<file path="src/rtl/uart_pkg.sv">
// uart_pkg: shared definitions for the UART transmit path.
// Holds the arbiter FSM state encoding and the default byte width.
package uart_pkg;

    localparam int UART_DATA_WIDTH = 8;

    // One-hot state encoding for the transmit arbiter FSM.
    typedef enum logic [3:0] {
        ST_IDLE      = 4'b0001,
        ST_START     = 4'b0010,
        ST_WAIT_DONE = 4'b0100,
        ST_GAP       = 4'b1000
    } arb_state_t;

endpackage

</file>
<file path="src/rtl/rr_select.sv">
// rr_select: combinational round-robin picker.
// Returns the first set request bit found searching upward from
// last_grant+1, wrapping from NUM_REQ-1 back to 0.
module rr_select #(
    parameter int NUM_REQ = 4,
    parameter int IDX_W   = $clog2(NUM_REQ)
) (
    input  logic [NUM_REQ-1:0] req,
    input  logic [IDX_W-1:0]   last_grant,
    output logic [IDX_W-1:0]   grant,
    output logic               valid
);

    // Scan from the farthest candidate to the nearest so the nearest one wins.
    always_comb begin
        int idx;
        grant = '0;
        valid = 1'b0;
        idx   = 0;
        for (int k = NUM_REQ; k >= 1; k--) begin
            idx = int'(last_grant) + k;
            if (idx >= NUM_REQ) begin
                idx = idx - NUM_REQ;
            end
            if (req[idx[IDX_W-1:0]]) begin
                grant = idx[IDX_W-1:0];
                valid = 1'b1;
            end
        end
    end

endmodule

</file>
<file path="src/rtl/uart_tx_arbiter.sv">
// uart_tx_arbiter: round-robin arbiter sharing one UART transmitter
// between NUM_REQ byte requesters.
// Optional feature macro: UART_ARB_TIMEOUT_EN adds a watchdog on WAIT_DONE
// that pulses timeout_err and returns to IDLE after TIMEOUT_CYCLES clocks.
module uart_tx_arbiter
    import uart_pkg::*;
#(
    parameter int DATA_WIDTH     = UART_DATA_WIDTH,
    parameter int NUM_REQ        = 4,
    parameter int GAP_CYCLES     = 0,
    parameter int TIMEOUT_CYCLES = 200000
) (
    input  logic                          CLK100MHZ,
    input  logic                          reset_n,
    input  logic [NUM_REQ-1:0]            req,
    input  logic [NUM_REQ*DATA_WIDTH-1:0] req_data,
    output logic [NUM_REQ-1:0]            req_ack,
    output logic                          tx_start,
    output logic [DATA_WIDTH-1:0]         tx_data,
    input  logic                          tx_done,
    output logic [$clog2(NUM_REQ)-1:0]    grant_id,
    output logic                          busy,
    output logic                          timeout_err
);

    localparam int IDX_W = $clog2(NUM_REQ);
    // Gap counter runs 0..GAP_CYCLES-1 while in GAP.
    localparam int GAP_W = (GAP_CYCLES > 1) ? $clog2(GAP_CYCLES) : 1;
    localparam logic [GAP_W-1:0] GAP_LAST = GAP_W'((GAP_CYCLES > 0) ? GAP_CYCLES - 1 : 0);

    arb_state_t              state_reg;
    logic [IDX_W-1:0]        last_grant_reg;
    logic [GAP_W-1:0]        gap_cnt_reg;
    logic [IDX_W-1:0]        sel_idx;
    logic                    sel_valid;
    logic [DATA_WIDTH-1:0]   req_bytes [NUM_REQ];

    genvar gi;
    generate
        for (gi = 0; gi < NUM_REQ; gi++) begin : g_unpack
            assign req_bytes[gi] = req_data[gi*DATA_WIDTH +: DATA_WIDTH];
        end
    endgenerate

    rr_select #(
        .NUM_REQ (NUM_REQ),
        .IDX_W   (IDX_W)
    ) u_rr_select (
        .req        (req),
        .last_grant (last_grant_reg),
        .grant      (sel_idx),
        .valid      (sel_valid)
    );

    assign busy = (state_reg != ST_IDLE);

`ifdef UART_ARB_TIMEOUT_EN
    localparam int TO_W = (TIMEOUT_CYCLES > 1) ? $clog2(TIMEOUT_CYCLES) : 1;
    localparam logic [TO_W-1:0] TO_LAST = TO_W'(TIMEOUT_CYCLES - 1);
    logic [TO_W-1:0] to_cnt_reg;
`else
    // No watchdog in this build; the limit parameter is intentionally unused.
    logic unused_timeout_cfg;
    assign unused_timeout_cfg = (TIMEOUT_CYCLES > 0);
    assign timeout_err        = 1'b0;
`endif

    // Arbiter FSM: grant in IDLE, launch in START, wait for the transmitter, optional gap.
    always_ff @(posedge CLK100MHZ or negedge reset_n) begin
        if (!reset_n) begin
            state_reg      <= ST_IDLE;
            last_grant_reg <= IDX_W'(NUM_REQ - 1);
            gap_cnt_reg    <= '0;
            tx_start       <= 1'b0;
            req_ack        <= '0;
            tx_data        <= '0;
            grant_id       <= '0;
`ifdef UART_ARB_TIMEOUT_EN
            to_cnt_reg     <= '0;
            timeout_err    <= 1'b0;
`endif
        end else begin
            tx_start    <= 1'b0;
            req_ack     <= '0;
`ifdef UART_ARB_TIMEOUT_EN
            timeout_err <= 1'b0;
`endif
            unique case (state_reg)
                ST_IDLE: begin
                    if (sel_valid) begin
                        tx_data        <= req_bytes[sel_idx];
                        grant_id       <= sel_idx;
                        last_grant_reg <= sel_idx;
                        req_ack        <= NUM_REQ'(1) << sel_idx;
                        state_reg      <= ST_START;
                    end
                end
                ST_START: begin
                    tx_start   <= 1'b1;
                    state_reg  <= ST_WAIT_DONE;
`ifdef UART_ARB_TIMEOUT_EN
                    to_cnt_reg <= '0;
`endif
                end
                ST_WAIT_DONE: begin
                    if (tx_done) begin
                        if (GAP_CYCLES > 0) begin
                            gap_cnt_reg <= '0;
                            state_reg   <= ST_GAP;
                        end else begin
                            state_reg   <= ST_IDLE;
                        end
                    end
`ifdef UART_ARB_TIMEOUT_EN
                    else if (to_cnt_reg == TO_LAST) begin
                        timeout_err <= 1'b1;
                        state_reg   <= ST_IDLE;
                    end else begin
                        to_cnt_reg  <= to_cnt_reg + 1'b1;
                    end
`endif
                end
                ST_GAP: begin
                    if (gap_cnt_reg == GAP_LAST) begin
                        state_reg   <= ST_IDLE;
                    end else begin
                        gap_cnt_reg <= gap_cnt_reg + 1'b1;
                    end
                end
                default: begin
                    state_reg <= ST_IDLE;
                end
            endcase
        end
    end

endmodule

</file>
<file path="config.mk">
export PLATFORM = sky130hd
export DESIGN_NAME = uart_tx_arbiter
export DESIGN_NICKNAME = d
export VERILOG_FILES = /design/src/rtl/uart_pkg.sv /design/src/rtl/rr_select.sv /design/src/rtl/uart_tx_arbiter.sv
export SDC_FILE = /design/constraint.sdc
export NUM_CORES = 1
export LEC_CHECK = 0
export ABC_AREA = 1
export CAP_MARGIN = 15
export CORE_AREA = 2 2 72 74
export DETAILED_ROUTE_END_ITERATION = 8
export DIE_AREA = 0 0 74 76
export HOLD_SLACK_MARGIN = 0.1
export PLACE_DENSITY = 0.69
export SYNTH_ARGS = -nofsm -noshare
export SYNTH_HDL_FRONTEND = slang
export SYNTH_SLANG_ARGS = --single-unit
</file>
<file path="constraint.sdc">
create_clock -name CLK100MHZ -period 3.4 [get_ports CLK100MHZ]
set_input_delay 0.51 -clock CLK100MHZ [delete_from_list [all_inputs] [get_ports CLK100MHZ]]
set_output_delay 0.51 -clock CLK100MHZ [all_outputs]
set_load 0.05 [all_outputs]
</file>
layer_met3.png
Bar = 20 um.
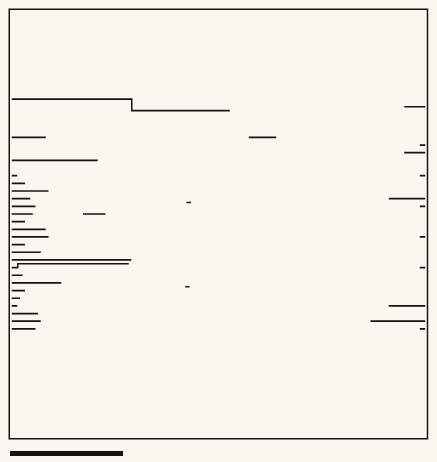
longest straight run: 21.2 um
wire length on this layer: 212 um
share of all routed wire: 6.3%
main direction: horizontal
nets with wire on the layer: 38
vias: 1410
drt total wl: 3.391 mm
grt met3 use: 4.365%

sizes.png
Bar = 20 um.
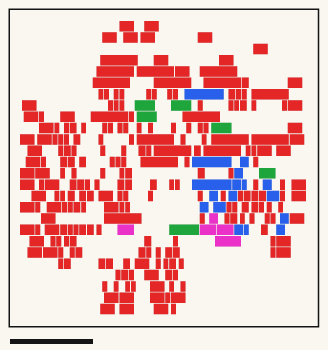
| colour | size | cells | share |
|---|---|---|---|
| red | _0 and _1 cells | 236 | 89% |
| magenta | _3 and _4 cells | 5 | 1.9% |
| blue | _2 cells | 17 | 6.4% |
| green | _6 and larger | 6 | 2.3% |
bufs w/o clock: 54
Area Overhead vs Synth: 44.63%

==> impl_metrics.ini <==
; generated from flow reports
[logic_synthesis]
ys_sh_aoi_pct = 3.372
topCellsByArea = dfrtp_1 (30%), nand2_1 (19%), nand3_1 (13%), inv_1 (11%), dfstp_2 (5.6%)
yosys_warnings = 0
ys_top_cells_by_count = nand2_1 (72), inv_1 (41), nand3_1 (38)
syn_nets = 253
yosysTopAreaCell = dfrtp_1

[sta]
setup_tns_ns = 0
slew_headroom_pct = 40.25
hold_ws_ns = 0.4893
fin_skew_ns = 0.0003764
rsz0062_at_grt = false

[critical_path]
critPathRequiredTime_ns = 2.89
cp_max_fo = 2
r2r_end = tx_data[3]$_DFFE_PN0P_
crit_path_start_kind = flop
slowest_delay_ns = 0.70
crit_chain = inv_1 -> nor3_1 -> inv_1 -> clkdlybuf4s50_1
worstSetupEndpoint = busy
path_depth = 4
cpMaxStageDelayCell = clkdlybuf4s50_1

[clock_network]
cts_tree = done
post-cts-setup-buffers = 0

[final_layout]
largest_register_ffs = 8
final-comb-area_um2 = 673.1
final_cells = 334
layout-drive-gt1-share_pct = 10.61
inverters = 45

[place]
placed_cells_incl_taps = 330
dp_hpwl_mm = 2.661
numPortBuffers = 54

[pwr]
switching_share_pct = 56.18
seqPwrFrac_pct = 19.7
power.internal_mw = 0.9910
p_leak_nw = 1.091

[global_route]
grt.busiest_layer = met2
grt_pass1_wl_mm = 5.858
grt_max_degree = 21
groute.layer.met1.usage_pct = 15.85

[routing]
drt_iter0_markers = 35
drc = 0

[outcome]
status = finished, final reports clean

[job]
warning_count = 26
cap_violations = 0
wires.png
Bar = 20 um.
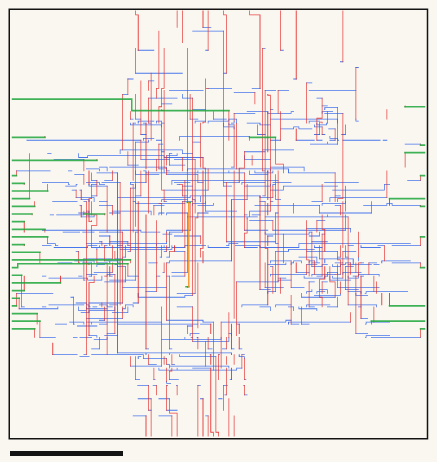
| colour | layer | wire length |
|---|---|---|
| blue | metal 1 | 1540 um |
| red | metal 2 | 1620 um |
| orange | metal 4 | 15.0 um |
| green | metal 3 | 212 um |
WL per Instance: 10.15 um
Total GRT Usage: 13.06%

-- power groups by stage --
stage               registers, mW  clock network, mW  logic [mW]
finish                      0.446              0.179        1.64
global route                0.464              0.194        1.82
CTS                         0.449              0.181        1.66
floorplan                   0.690                  0        1.03
global placement            0.452                  0        1.63
detailed placement          0.452                  0        1.65
-- cell usage in the layout, fill, tap and decap left out --
master and count:
nand2_1 72, clkdlybuf4s50_1 54, inv_1 41, nand3_1 38
dfrtp_1 17, nand2_2 10, nor2_1 6, clkbuf_8 4
nand2_4 3, a21oi_1 3, dfstp_2 3, inv_2 2
o21ai_2 2, o21ai_0 2, nor3_1 1, inv_8 1
inv_4 1, nand2_8 1, nand3_4 1, o21ai_1 1
conb_1 1
Power and IR drop assume default switching activity.
